Fig. 1: run 1, placed cells, one color a class
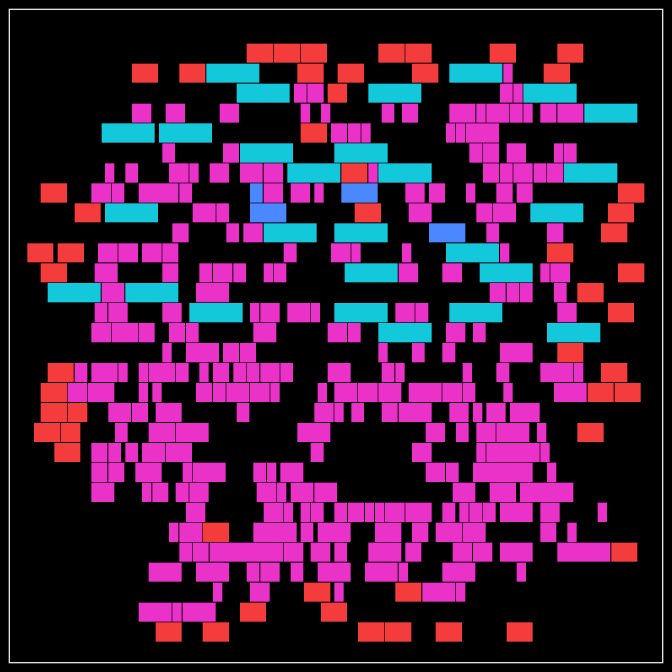
Fig. 2: run 1, I/O nets highlighted
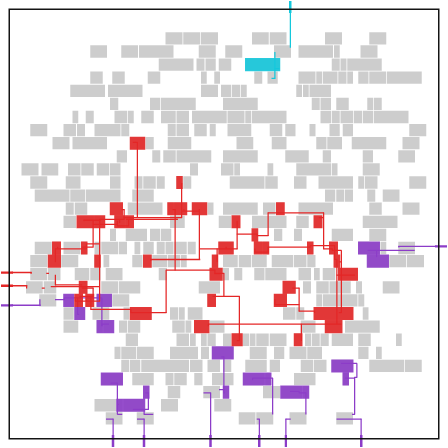
Fig. 3: run 1, clock distribution
Scale bar: 20 um.
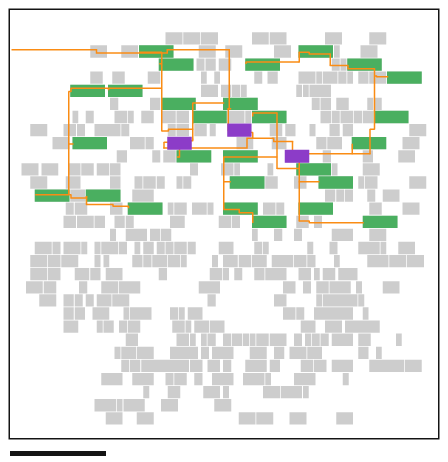
Design signed_overflow_accum, sky130hd; sources not shown.
==> run_results.csv <==
group,metric,value,unit
detailed_routing,vias_per_cell,5.457,
cells_and_area,layout-drive-gt1-share,0.05602,
setup_path,crit_required,4690,ps
clock_network,tritoncts,"done",
pwr,p_int,301.7,uW
sta,worst_pin_slew,990.5,ps
grt,grt_max_degree,30,
setup_path,crit_type,"input pin to output pin",
placed_design,gp_congestion,0.8448,
clock_network,ctsResizeCount,0,
run_status,outcome,"complete, no violations",
flow_run,maxCapViolCount,0,
logic_synthesis,synth.avg_cell_area,7.974,um2
setup_path,cp-end-kind,"output pin",
pwr,vdd_drop_max,0.08816,mV
cells_and_area,num_antenna_cells,0,
setup_path,r2r_cells,8,
pwr,p_sw,232.4,uW
detailed_routing,drc,0,
detailed_routing,drt-total-wl,6.851,mm
pwr,p_leak,1.223,nW
logic_synthesis,most_common_cell,"dfxtp_1",
logic_synthesis,ys_ff,27,
logic_synthesis,synth_cell_types,61,
logic_synthesis,area_leaders,"dfxtp_1, ha_1, a21oi_1, a211oi_1, o21ai_0",
detailed_routing,vias,2472,
floorplan,dieWidth,88.85,um
clock_network,cts_max_path_buffers,2,
logic_synthesis,synth_area,0.002520,mm2
pwr,combPwrFrac,0.489,
clock_network,post_cts_buffers,0,
placed_design,hpwl,5.271,mm
setup_path,crit_fanout,4,
logic_synthesis,synth-edff-count,0,
cells_and_area,area_growth,24.73,%
floorplan,core,0.006869,mm2
min_path,whs_path_depth,2,
floorplan,fp_util,0.3668,
detailed_routing,ant_nets,0,
sta,period_needed,4924,ps
grt,antenna_found_initial,0,
grt,track_usage,0.1781,
floorplan,num_rows,30,
clock_network,clock-root-buffer,"clkbuf_8",
grt,met1_usage,0.2664,
setup_path,critPathArrivalTime,2910,ps
grt,use_met2,0.2788,
logic_synthesis,ys_cells,316,
logic_synthesis,ys_top_cells_by_count,"dfxtp_1, a21oi_1, ha_1, inv_1",
detailed_routing,drt_iter0_drc,135,
pwr,swShare,0.4352,
logic_synthesis,ys_warn_count,0,
min_path,hold_path.class,"register to register",
setup_path,critPathLaunchType,"input pin",
floorplan,fp.dieArea,0.007894,mm2
cells_and_area,nNetsFinal,407,
clock_network,h-tree-depth,1,
logic_synthesis,yosys_area,0.002520,mm2
sta,finalSetupTns,0,ps
floorplan,die_height,88.85,um
logic_synthesis,ff_type,"dfxtp_1",
logic_synthesis,yosys.area.top_type_share,0.2145,
grt,grt-ovfl-total,0,
clock_network,cts_hold_buf,0,
grt,grt_busiest_layer,"met2",
pwr,p_seq_frac,0.334,
pwr,power_density,169.9,mW/mm2
sta,finalClockPeriodUsage,0.7349,
sta,hold_viol,0,
grt,use_met3,0.02799,
logic_synthesis,synth_nets,365,
clock_network,clock_sinks,27,
clock_network,cts_made_buffers,3,
logic_synthesis,largest_area_cell,"dfxtp_1",
setup_path,reg2reg_slack,3930,ps
logic_synthesis,async_flop_share,0,
sta,fmax,203.1,MHz
grt,grt_first_pass_wirelength,11.12,mm
sta,slew_headroom,0.3376,
logic_synthesis,yosysSeqAreaShare,0.2145,
detailed_routing,dr.pass1.iters,4,
sta,slew_viol_final,0,
sta,rsz0062_at_grt,"false",
About Fig. 1:
- blue: clock drivers and dummy loads (cells 4)
- magenta: all other logic (cells 273)
- red: other buffers and delay cells (cells 53)
- cyan: flip-flops (cells 27)
register share of the cell area: 0.1720
final core utilization: 0.4576

About Fig. 2:
- purple: b (bits 8; direction input; edge 6 south, 1 east, 1 west; end cells 19; wire 149 um)
- red: op (bits 2; direction input; edge west; end cells 40; wire 396 um)
- cyan: ovf_sticky (bits 1; direction output; edge north; end cells 1; wire 14.5 um)
Top Ports: 52
IO Port Bufs: 51

About Fig. 3:
- orange: clock wires (length 370 um)
- purple: cells driving clock nets (count 3)
- green: flip-flops (count 27)
- routed clock nets: 4
clock network power: 94.8 uW
clock share of power: 0.177
Setup Skew: 8.847 ps
clk_lat worst skew: 280 ps

-- run 1: per-layer routing --
metal | share of wire | vias to the layer above | wire length (um)
met3 | 0.039 | 4 | 266
met1 | 0.49 | 1164 | 3388
met5 | 0 | - | 0
li1 | - | 1255 | -
met2 | 0.46 | 49 | 3162
met4 | 0.0050 | 0 | 34
-- run 1: cell usage in the layout (no fill, tap or decap), types with 3 or more instances in the layout --
master / netlist / final
nor3_1: 7 / 7
ha_1: 22 / 22
nand2_1: 16 / 16
clkbuf_8: 0 / 3
mux2i_1: 8 / 8
nand3b_1: 10 / 10
dfxtp_1: 27 / 27
o21a_1: 5 / 5
o21bai_1: 5 / 5
xor2_1: 4 / 4
or2_2: 3 / 3
or3_1: 4 / 4
o31ai_1: 5 / 5
nand2b_1: 9 / 9
xnor2_1: 5 / 5
and2_1: 6 / 6
clkdlybuf4s50_1: 0 / 50
nand3_1: 6 / 6
a21o_1: 4 / 4
nor2_1: 21 / 21
a31oi_1: 4 / 4
o21ai_0: 21 / 21
a211oi_1: 15 / 15
inv_1: 22 / 22
a21oi_1: 24 / 24
buf_4: 1 / 3
o211ai_1: 4 / 4
fa_1: 3 / 3
-- run 1: layout make-up --
type	count	area (um2)
clock buffers	3	41.29
clock inverters	1	5.005
fillers	689	3726
inverters	22	82.58
multi-input cells	251	1831
flip-flops and latches	27	540.5
well taps	96	120.1
repair buffers	53	523.0
-- run 1: metrics by stage --
step / hold slack [ps] / instance area (um2) / worst slack (ps) / std cells / power [mW]
after floorplan: 887.4 / 2520 / 1884 / 316 / 0.3743
after global placement: 450.5 / 3097 / 1755 / 449 / 0.4429
after detailed placement: 458.3 / 3097 / 1766 / 449 / 0.4421
after CTS: 471.6 / 3143 / 1767 / 453 / 0.5387
after global routing: 510.1 / 3143 / 1719 / 453 / 0.5661
final: 467.0 / 3143 / 1776 / 453 / 0.5341
-- run 1: power by group through the flow --
stage                     Clock (mW)  Combinational [mW]  Sequential [mW]
after floorplan                    0               0.124            0.251
after global routing           0.105               0.281            0.180
after detailed placement           0               0.260            0.182
after global placement             0               0.260            0.182
final                         0.0948               0.261            0.178
after CTS                     0.0987               0.261            0.179
-- run 1: critical path, cell delays in order --
cell and delay [ps]:
clkdlybuf4s50_1 450, nand2b_1 150, buf_4 310
-- run 1: cell families (layout without fill, tap and decap cells) --
logic type / Yosys count / in the layout / share of synthesized area
muxes: 10 / 10 / 0.04518
and+or+nand+nor: 92 / 92 / 0.1917
xor gates and xnor gates: 9 / 9 / 0.03128
adders and majority gates: 25 / 25 / 0.1331
buffers and inverters: 38 / 79 / 0.05909
DFF: 27 / 27 / 0.2145
AOI/OAI and AO/OA: 115 / 115 / 0.3252
Power figures rest on the tool's default switching activity, not on a simulated workload.
